**src/rtl/acc_store_unit_pkg.sv**
```systemverilog
// Shared CPU definitions for the accumulator store path: bus widths,
// store FSM encoding and the store-queue entry layout.
package cpu_pkg;

  localparam int DATA_W = 16;
  localparam int ADDR_W = 8;

  typedef enum logic [1:0] {
    ST_IDLE = 2'd0,
    ST_REQ  = 2'd1,
    ST_GAP  = 2'd2
  } state_t;

  // Address in the upper bits so {addr,data} concatenations line up with the struct
  typedef struct packed {
    logic [ADDR_W-1:0] addr;
    logic [DATA_W-1:0] data;
  } st_entry_t;

endpackage

```
**src/rtl/acc_store_unit_if.sv**
```systemverilog
// Signal bundle between control unit / memory port (master) and the store unit (slave).
interface acc_store_unit_if;
  import cpu_pkg::*;

  // Store strobe: C_ST is a one-cycle request with ACC_NUM/MAR_ADDR valid in the same
  // cycle; there is no ready, the caller must respect st_full. Memory write: mem_req
  // rises with mem_addr/mem_wdata and they stay constant until the cycle mem_ack is
  // seen high (or the unit gives up); mem_ack outside a request is ignored.
  logic              C_ST;
  logic [DATA_W-1:0] ACC_NUM;
  logic [ADDR_W-1:0] MAR_ADDR;
  logic              mem_req;
  logic [ADDR_W-1:0] mem_addr;
  logic [DATA_W-1:0] mem_wdata;
  logic              mem_ack;
  logic              st_full;
  logic              st_busy;
  logic              st_done;
  logic              st_ovf;
  logic              st_tmo;
  state_t            dbg_state;

  modport master (
    output C_ST, ACC_NUM, MAR_ADDR, mem_ack,
    input  mem_req, mem_addr, mem_wdata, st_full, st_busy, st_done, st_ovf, st_tmo,
           dbg_state
  );

  modport slave (
    input  C_ST, ACC_NUM, MAR_ADDR, mem_ack,
    output mem_req, mem_addr, mem_wdata, st_full, st_busy, st_done, st_ovf, st_tmo,
           dbg_state
  );

endinterface

```
**src/rtl/acc_store_unit_store_fifo.sv**
```systemverilog
// Store queue: DEPTH entries of {addr,data}, first-word-fall-through head.
module store_fifo
  import cpu_pkg::*;
#(
  parameter int DEPTH = 4
) (
  input  logic                       clk,
  input  logic                       rst,
  input  logic                       push,
  input  st_entry_t                  din,
  input  logic                       pop,
  output st_entry_t                  head,
  output logic [$clog2(DEPTH+1)-1:0] count,
  output logic                       full,
  output logic                       empty
);

  localparam int PW = $clog2(DEPTH);
  localparam int CW = $clog2(DEPTH+1);

  st_entry_t         mem [DEPTH];
  logic [PW-1:0]     wr_ptr;
  logic [PW-1:0]     rd_ptr;
  logic [CW-1:0]     count_q;
  logic              do_push;
  logic              do_pop;

  assign full    = (count_q == CW'(DEPTH));
  assign empty   = (count_q == '0);
  assign do_push = push && !full;
  assign do_pop  = pop && !empty;
  assign head    = mem[rd_ptr];
  assign count   = count_q;

  always_ff @(posedge clk) begin
    if (do_push) mem[wr_ptr] <= din;
  end

  // DEPTH is a power of two, so pointer wrap is plain binary overflow
  always_ff @(posedge clk) begin
    if (rst) begin
      wr_ptr  <= '0;
      rd_ptr  <= '0;
      count_q <= '0;
    end else begin
      if (do_push) wr_ptr <= wr_ptr + 1'b1;
      if (do_pop)  rd_ptr <= rd_ptr + 1'b1;
      case ({do_push, do_pop})
        2'b10:   count_q <= count_q + 1'b1;
        2'b01:   count_q <= count_q - 1'b1;
        default: count_q <= count_q;
      endcase
    end
  end

endmodule

```
**src/rtl/acc_store_unit.sv**
```systemverilog
// Accumulator store unit: queues {MAR,ACC} on C_ST and drains the queue to memory
// over req/ack, one write at a time, with a per-write timeout.
module acc_store_unit
  import cpu_pkg::*;
#(
  parameter int DEPTH   = 4,
  parameter int TIMEOUT = 255
) (
  input  logic               clk,
  input  logic               rst,
  acc_store_unit_if.slave    bus
);

  localparam int TW = $clog2(TIMEOUT+1);
  localparam int CW = $clog2(DEPTH+1);

  state_t            state_q, state_d;
  logic [TW-1:0]     timer_q;
  logic              req_q, done_q, ovf_q, tmo_q;
  logic [ADDR_W-1:0] addr_q;
  logic [DATA_W-1:0] data_q;

  st_entry_t         head;
  logic [CW-1:0]     count;
  logic              full, empty;
  logic              push, pop, load, ack_pop, tmo_pop;

  assign push = bus.C_ST && !full;
  assign pop  = ack_pop || tmo_pop;

  store_fifo #(.DEPTH(DEPTH)) u_fifo (
    .clk   (clk),
    .rst   (rst),
    .push  (push),
    .din   ({bus.MAR_ADDR, bus.ACC_NUM}),
    .pop   (pop),
    .head  (head),
    .count (count),
    .full  (full),
    .empty (empty)
  );

  // The head entry stays in the queue until its write finishes or is abandoned
  always_comb begin
    state_d = state_q;
    load    = 1'b0;
    ack_pop = 1'b0;
    tmo_pop = 1'b0;
    case (state_q)
      ST_IDLE: begin
        if (!empty) begin
          load    = 1'b1;
          state_d = ST_REQ;
        end
      end
      ST_REQ: begin
        if (bus.mem_ack) begin
          ack_pop = 1'b1;
          state_d = ST_GAP;
        end else if (timer_q == TW'(TIMEOUT)) begin
          tmo_pop = 1'b1;
          state_d = ST_GAP;
        end
      end
      ST_GAP:  state_d = ST_IDLE;
      default: state_d = ST_IDLE;
    endcase
  end

  always_ff @(posedge clk) begin
    if (rst) begin
      state_q <= ST_IDLE;
      timer_q <= '0;
      req_q   <= 1'b0;
      done_q  <= 1'b0;
      ovf_q   <= 1'b0;
      tmo_q   <= 1'b0;
      addr_q  <= '0;
      data_q  <= '0;
    end else begin
      state_q <= state_d;
      done_q  <= ack_pop;
      if (bus.C_ST && full) ovf_q <= 1'b1;
      if (tmo_pop)          tmo_q <= 1'b1;
      if (load) begin
        req_q   <= 1'b1;
        addr_q  <= head.addr;
        data_q  <= head.data;
        timer_q <= '0;
      end else if (pop) begin
        req_q   <= 1'b0;
      end else if (state_q == ST_REQ) begin
        timer_q <= timer_q + 1'b1;
      end
    end
  end

  assign bus.mem_req   = req_q;
  assign bus.mem_addr  = addr_q;
  assign bus.mem_wdata = data_q;
  assign bus.st_done   = done_q;
  assign bus.st_ovf    = ovf_q;
  assign bus.st_tmo    = tmo_q;
  assign bus.st_full   = full;
  assign bus.st_busy   = (count != '0) || (state_q != ST_IDLE);
  assign bus.dbg_state = state_q;

endmodule

```
**src/flat_wrapper.sv**
```systemverilog
// flat-port wrapper written by rule: the top's interface ports become plain ports
module acc_store_unit_flat import cpu_pkg::*;
#(
  parameter int DEPTH   = 4,
  parameter int TIMEOUT = 255
)
  (clk, rst, bus_C_ST, bus_ACC_NUM, bus_MAR_ADDR, bus_mem_ack, bus_mem_req, bus_mem_addr, bus_mem_wdata, bus_st_full, bus_st_busy, bus_st_done, bus_st_ovf, bus_st_tmo, bus_dbg_state);
  acc_store_unit_if bus_i ();
  input  logic clk;
  input  logic rst;
  input wire logic [$bits(bus_i.C_ST)-1:0] bus_C_ST;
  input wire logic [$bits(bus_i.ACC_NUM)-1:0] bus_ACC_NUM;
  input wire logic [$bits(bus_i.MAR_ADDR)-1:0] bus_MAR_ADDR;
  input wire logic [$bits(bus_i.mem_ack)-1:0] bus_mem_ack;
  output wire logic [$bits(bus_i.mem_req)-1:0] bus_mem_req;
  output wire logic [$bits(bus_i.mem_addr)-1:0] bus_mem_addr;
  output wire logic [$bits(bus_i.mem_wdata)-1:0] bus_mem_wdata;
  output wire logic [$bits(bus_i.st_full)-1:0] bus_st_full;
  output wire logic [$bits(bus_i.st_busy)-1:0] bus_st_busy;
  output wire logic [$bits(bus_i.st_done)-1:0] bus_st_done;
  output wire logic [$bits(bus_i.st_ovf)-1:0] bus_st_ovf;
  output wire logic [$bits(bus_i.st_tmo)-1:0] bus_st_tmo;
  output wire logic [$bits(bus_i.dbg_state)-1:0] bus_dbg_state;
  assign bus_i.C_ST = bus_C_ST;
  assign bus_i.ACC_NUM = bus_ACC_NUM;
  assign bus_i.MAR_ADDR = bus_MAR_ADDR;
  assign bus_i.mem_ack = bus_mem_ack;
  assign bus_mem_req = bus_i.mem_req;
  assign bus_mem_addr = bus_i.mem_addr;
  assign bus_mem_wdata = bus_i.mem_wdata;
  assign bus_st_full = bus_i.st_full;
  assign bus_st_busy = bus_i.st_busy;
  assign bus_st_done = bus_i.st_done;
  assign bus_st_ovf = bus_i.st_ovf;
  assign bus_st_tmo = bus_i.st_tmo;
  assign bus_dbg_state = bus_i.dbg_state;
  acc_store_unit #(.DEPTH(DEPTH), .TIMEOUT(TIMEOUT)) u_core (.clk(clk), .rst(rst), .bus(bus_i));
endmodule
```
**config.mk**
```make
export PLATFORM = sky130hd
export DESIGN_NAME = acc_store_unit_flat
export DESIGN_NICKNAME = d
export VERILOG_FILES = /design/src/rtl/acc_store_unit_pkg.sv /design/src/rtl/acc_store_unit_if.sv /design/src/rtl/acc_store_unit_store_fifo.sv /design/src/rtl/acc_store_unit.sv /design/src/flat_wrapper.sv
export SDC_FILE = /design/constraint.sdc
export NUM_CORES = 1
export LEC_CHECK = 0
export CORE_MARGIN = 4
export CORE_UTILIZATION = 41
export DETAILED_ROUTE_END_ITERATION = 12
export GPL_ROUTABILITY_DRIVEN = 0
export PLACE_DENSITY = 0.59
export SETUP_SLACK_MARGIN = 0.4
export SLEW_MARGIN = 20
export SYNTH_ARGS = -nofsm -noshare
export SYNTH_HDL_FRONTEND = slang
export SYNTH_HIERARCHICAL = 1
export SYNTH_SLANG_ARGS = --single-unit
```
**constraint.sdc**
```tcl
create_clock -name clk -period 2.6 [get_ports clk]
set_clock_uncertainty 0.05 [all_clocks]
set_input_delay 0.65 -clock clk [delete_from_list [all_inputs] [get_ports clk]]
set_output_delay 0.65 -clock clk [all_outputs]
set_load 0.005 [all_outputs]
```
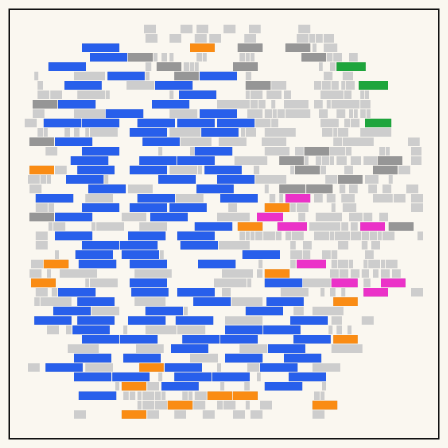
(run_1/ff_map.png)
Other sequential cells in the stronger gray, the rest of the logic in the fainter gray.
Orange marks u_core/bus.mem_wdata, sequential cells 16. Magenta marks u_core/timer_q, sequential cells 8, where east. Green marks u_core/u_fifo/count, sequential cells 3. Blue marks u_core/u_fifo/mem, sequential cells 96.
flop share of the area: 0.538
Seq. pwr: 2.71 mW

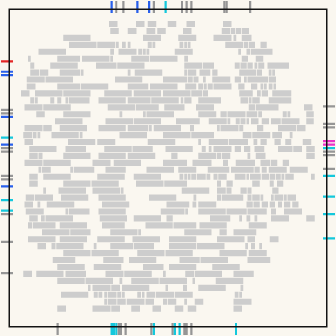
(run_1/pinout.png)
Pins as bars across the die edge, other pins in gray.
Cyan marks bus_mem_wdata, pins 16, direction output, edge 7 south, 5 east, 3 west, 1 north. Red marks clk, pins 1, direction input, edge west. Magenta marks bus_dbg_state, pins 2, direction output, edge east. Blue marks bus_MAR_ADDR, pins 8, direction input, edge 5 west, 3 north.
All pins by edge: 18 west, 16 south, 13 north, 13 east.
Port Buffers: 59
Die X: 124 um
Chip Height: 124 um

==> results_slide.txt, run 1 <==
Key Metrics from the Run

Status
  – Status: finished clean

Clock tree
  – CTS Hold Bufs: 0

Min path
  – Hold Path Origin: u_core/bus.mem_wdata[7]

Global route
  – Global routing's busiest layer: met2
  – Grt ovf: 0
  – Number of global-route vias before repair: 3380

Yosys
  – Cell Type Count: 44
  – Main kind of combinational logic by area: multiplexers
  – Ao+oa area frac: 0.0466
  – Largest area contributor in the synthesized netlist: edfxtp_1

Floorplanning
  – I/O pin cnt: 60
  – Pre-Place Util: 0.417
  – Chip area: 0.0153 mm2

Place
  – Placed insts: 595
  – Dpl cell area: 0.00644 mm2

Route
  – DR vias: 3232
  – Top sig layer: met4

Final layout
  – #MultiIn Comb: 189
  – Area Growth Syn to Fin: 30.0%

Run
  – Tool warnings: 32

Worst setup path
  – Critical Path Start: u_core/bus.dbg_state[1]
  – R2R depth: 10

Power
  – Leak Pwr: 2.41 nW
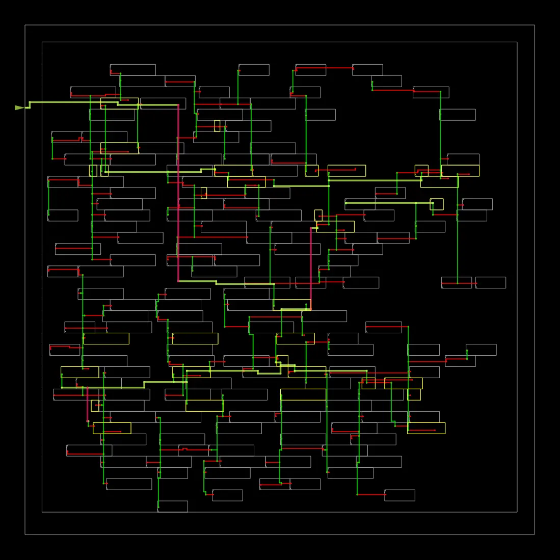
(run_1/clock_nets.png)
clock buffers: 19
cts bufs inserted: 17
clock tree sinks: 143

## run 1: worst max-delay path: stages (launching register included)
cell and delay, ps:
dfxtp_1 390, or2b_1 330, nor2_4 140, o31ai_2 80
inv_1 60, ha_2 180, inv_2 40, fa_2 330
xor2_1 160, or3_1 320, a21oi_2 110
## run 1: state kept, by name, indices dropped and copies added, names as in the netlist, named ones only
signal                cells
u_core/u_fifo/count       3
u_core/bus.st_done        1
u_core/bus.mem_wdata     16
u_core/bus.st_tmo         1
u_core/bus.dbg_state      2
u_core/bus.st_ovf         1
u_core/bus.mem_addr       8
u_core/u_fifo/rd_ptr      2
u_core/u_fifo/wr_ptr      2
u_core/bus.mem_req        1
u_core/u_fifo/mem        96
u_core/timer_q            8
==> run 2: changes to the inputs <==
--- a/config.mk
+++ b/config.mk
@@ -6,8 +6,10 @@
 export NUM_CORES = 1
 export LEC_CHECK = 0
+export CAP_MARGIN = 20
 export CORE_MARGIN = 4
 export CORE_UTILIZATION = 41
 export DETAILED_ROUTE_END_ITERATION = 12
 export GPL_ROUTABILITY_DRIVEN = 0
+export GPL_TIMING_DRIVEN = 0
 export PLACE_DENSITY = 0.59
 export SETUP_SLACK_MARGIN = 0.4
==> constraint.sdc (replaced) <==
create_clock -name clk -period 2.6 [get_ports clk]
set_clock_uncertainty 0.05 [all_clocks]
set_input_delay 0.52 -clock clk [delete_from_list [all_inputs] [get_ports clk]]
set_output_delay 0.52 -clock clk [all_outputs]
set_load 0.005 [all_outputs]
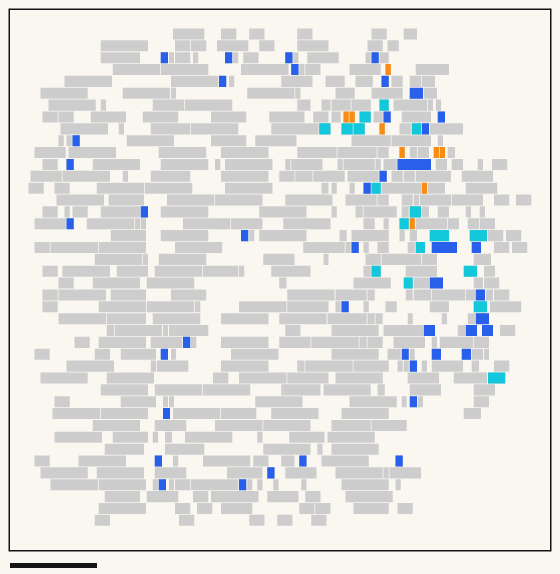
(run_2/gates.png)
Scale bar: 20 um.
Orange marks inv cells, cells 9, where north-east. Blue marks aoi and oai cells, cells 43. Cyan marks and/or cells, cells 17.

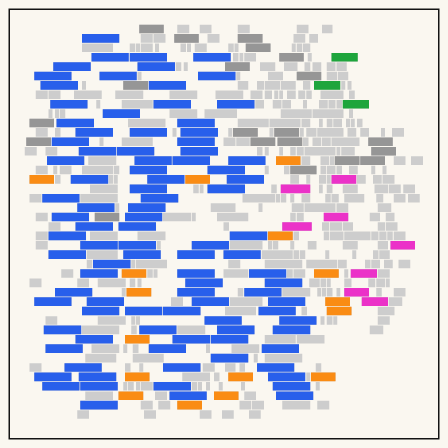
(run_2/ff_map.png)
Other sequential cells in the stronger gray, the rest of the logic in the fainter gray.
Orange marks u_core/bus.mem_wdata, sequential cells 16. Magenta marks u_core/timer_q, sequential cells 8, where east. Blue marks u_core/u_fifo/mem, sequential cells 96. Green marks u_core/u_fifo/count, sequential cells 3.
Util after Layout: 0.545
Reg area: 0.00384 mm2
flop share of the area: 0.534

==> results_slide.txt, run 2 <==
Key Metrics from the Run

Floorplanning
  – Pre-Place Util: 0.417 (unchanged)
  – I/O pin cnt: 60 (unchanged)
  – Die X: 124 um (unchanged)
  – Chip Height: 124 um (unchanged)
  – Chip area: 0.0153 mm2 (unchanged)

Global route
  – First-pass GRT wire length: 17.4 mm
  – Grt ovf: 0 (unchanged)
  – Global routing's busiest layer: met2
  – Number of global-route vias before repair: 3367 (-0.38%)

Yosys
  – Main kind of combinational logic by area: multiplexers
  – Cell Type Count: 44 (unchanged)
  – Ao+oa area frac: 0.0466 (unchanged)
  – Yosys reg bits: 143
  – Largest area contributor in the synthesized netlist: edfxtp_1

Worst setup path
  – Crit path cell chain: ha_4, and4_1, buf_6, a21oi_4, nor2_4, o31ai_4, inv_2, ha_4, inv_2, fa_2, xor2_1, or3_1, a21oi_2
  – Critical Path Start: u_core/timer_q[1]
  – R2R depth: 13 (+3)
  – Crit path max-delay family: simple AND/OR/NAND/NOR gates
  – Critical path's slowest cell: dfxtp_4

Place
  – Dpl cell area: 0.00636 mm2 (-1.2%)
  – Placed insts: 596 (+0.17%)
  – Port Buffers: 59 (unchanged)

Run
  – Tool warnings: 32 (unchanged)

Power
  – Seq. pwr: 2.71 mW (about the same)
  – Leak Pwr: 2.42 nW (+0.58%)

Status
  – Status: finished clean

Route
  – DR vias: 3209 (-0.71%)
  – DRT Pass-1 Iters: 5

Final layout
  – Largest Register: u_core/u_fifo/mem
  – Area Growth Syn to Fin: 30.8%
  – Max reg flops: 96 (unchanged)

Clock tree
  – Clock tree sinks: 143 (unchanged)
  – CTS Hold Bufs: 0 (unchanged)
  – Cts bufs inserted: 17 (unchanged)

STA
  – Period Utilization, post-route: 0.911

Min path
  – Hold Path Origin: u_core/bus.mem_wdata[4]
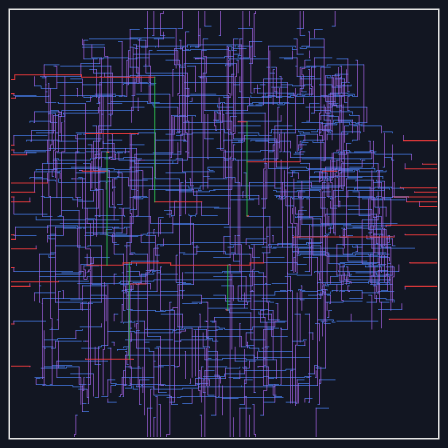
(run_2/layers.png)
Purple marks M2, wire length 5630 um. Blue marks M1, wire length 4830 um. Green marks M4, wire length 137 um. Red marks M3, wire length 388 um.

## run 2: cell counts after synthesis
Identical to the previous run, type by type.
## run 2: worst max-delay path by stage
stage / to / cells after the start
2_1_floorplan: u_core/u_fifo/count[2] / 13
3_3_place_gp: u_core/u_fifo/mem[3][11] / 5
3_5_place_dp: u_core/u_fifo/count[2] / 11
4_1_cts: u_core/u_fifo/count[2] / 13
5_1_grt: u_core/u_fifo/count[2] / 13
6_report: u_core/u_fifo/count[2] / 13
## run 2: layout make-up
type | count | share of cell area
flip-flops and latches | 143 | 0.534
well taps | 176 | 0.0306
plain buffers | 20 | 0.0209
multi-input cells | 189 | 0.222
clock inverters | 15 | 0.0303
repair buffers | 75 | 0.0986
clock buffers | 17 | 0.0591
inverters | 9 | 0.00470
==> run 3: changes to the inputs <==
- CORE_ASPECT_RATIO: unset -> 1.25
- SKIP_LAST_GASP: unset -> 1
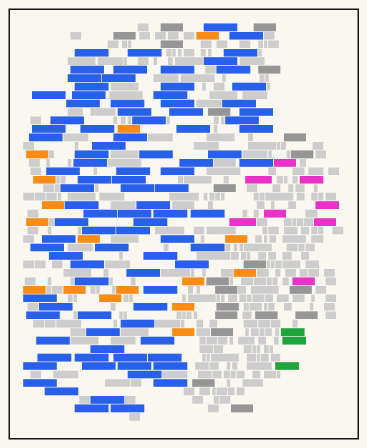
(run_3/ff_map.png)
Other sequential cells in the stronger gray, the rest of the logic in the fainter gray.
Blue marks u_core/u_fifo/mem, sequential cells 96. Green marks u_core/u_fifo/count, sequential cells 3. Orange marks u_core/bus.mem_wdata, sequential cells 16. Magenta marks u_core/timer_q, sequential cells 8, where east.
Another 20 sequential cells are not colored.

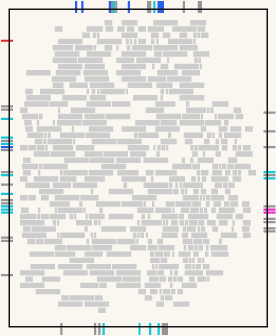
(run_3/pinout.png)
Pins as bars across the die edge, other pins in gray.
Magenta marks bus_dbg_state, pins 2, direction output, edge east. Blue marks bus_MAR_ADDR, pins 8, direction input, edge 7 north, 1 west. Red marks clk, pins 1, direction input, edge west. Cyan marks bus_mem_wdata, pins 16, direction output, edge 8 west, 4 south, 2 east, 2 north.

==> results_slide.txt, run 3 <==
Key Metrics from the Run

Status
  – Status: finished clean

Min path
  – Hold Path Origin: u_core/bus.mem_addr[0]

Final layout
  – Clk tree area frac: 0.0895 (+0.000117)
  – Clock buffers: 20 (+3)
  – Non-clock buffering overhead: 0.125 (+0.00587)
  – Max reg flops: 96 (unchanged)
  – Comb area share: 0.220 (-0.00239)
  – Bufs w/o clock: 98 (+3.2%)
  – Largest class: registers
  – Largest Register: u_core/u_fifo/mem
  – Registers: 143 (unchanged)
  – Reg area: 0.00384 mm2 (about the same)

Place
  – Port Buffers: 59 (unchanged)
  – Dpl cell area: 0.00635 mm2 (about the same)

Yosys
  – Cell Type Count: 44 (unchanged)
  – Ao+oa area frac: 0.0466 (unchanged)
  – Largest area contributor in the synthesized netlist: edfxtp_1

Power
  – Leak Pwr: 2.45 nW (+1.1%)

Floorplanning
  – # Taps: 171 (-2.8%)
  – Chip area: 0.0153 mm2 (about the same)
  – Pre-Place Util: 0.417 (+0.000554)
  – I/O pin cnt: 60 (unchanged)
  – Die X: 112 um (-9.9%)
  – Chip Height: 137 um (+11%)

Global route
  – Global routing's busiest layer: met2
  – Grt ovf: 0 (unchanged)
  – First-pass GRT wire length: 18.1 mm (+4.4%)

Worst setup path
  – Levels on crit path: 13 (unchanged)
  – R2R depth: 13 (unchanged)
  – Critical path's slowest cell: dfxtp_1
  – Crit path cell chain: buf_6, and3_4, clkbuf_8, a21oi_4, nor2_2, o31ai_2, inv_1, ha_2, inv_2, fa_2, xor2_1, or3_1, a21oi_2

Clock tree
  – Clock tree sinks: 143 (unchanged)

Route
  – DRT Pass-1 Iters: 4 (-1)
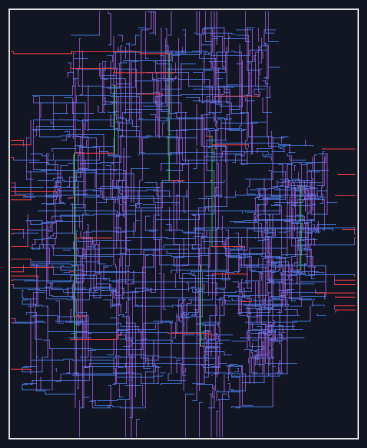
(run_3/layers.png)
Red marks M3, wire length 378 um. Blue marks M1, wire length 4980 um. Purple marks M2, wire length 5900 um. Green marks M4, wire length 210 um.
routed wire length: 11.5 mm
Global Route Usage Sum: 0.158
DR vias: 3296

-- run 3: repair_timing --
item / in CTS / in global routing
setup endpoints to repair: 51 / 64
gates resized: 10 / 20
pin swaps: 2 / 6
buffers inserted: 12 / 7
-- run 3: cells by family (layout without fill, tap and decap cells) --
logic type,after synthesis,after routing
flip-flops,143,143
AND/OR/NAND/NOR,105,105
multiplexers,29,29
buffers and inverters,29,139
AND-OR/OR-AND,45,45
XOR/XNOR,3,3
adder cells (fa/ha/maj),7,7
-- run 3: per-stage QoR --
step,utilization,setup slack (ps),hold WS (ps),cells
2_1_floorplan,-,252,403,361
3_3_place_gp,0.482,-531,395,591
3_5_place_dp,0.482,-160,399,591
4_1_cts,0.540,255,407,635
5_1_grt,0.549,106,429,642
6_report,0.549,222,401,642
Power is estimated from default activity; no workload was simulated.
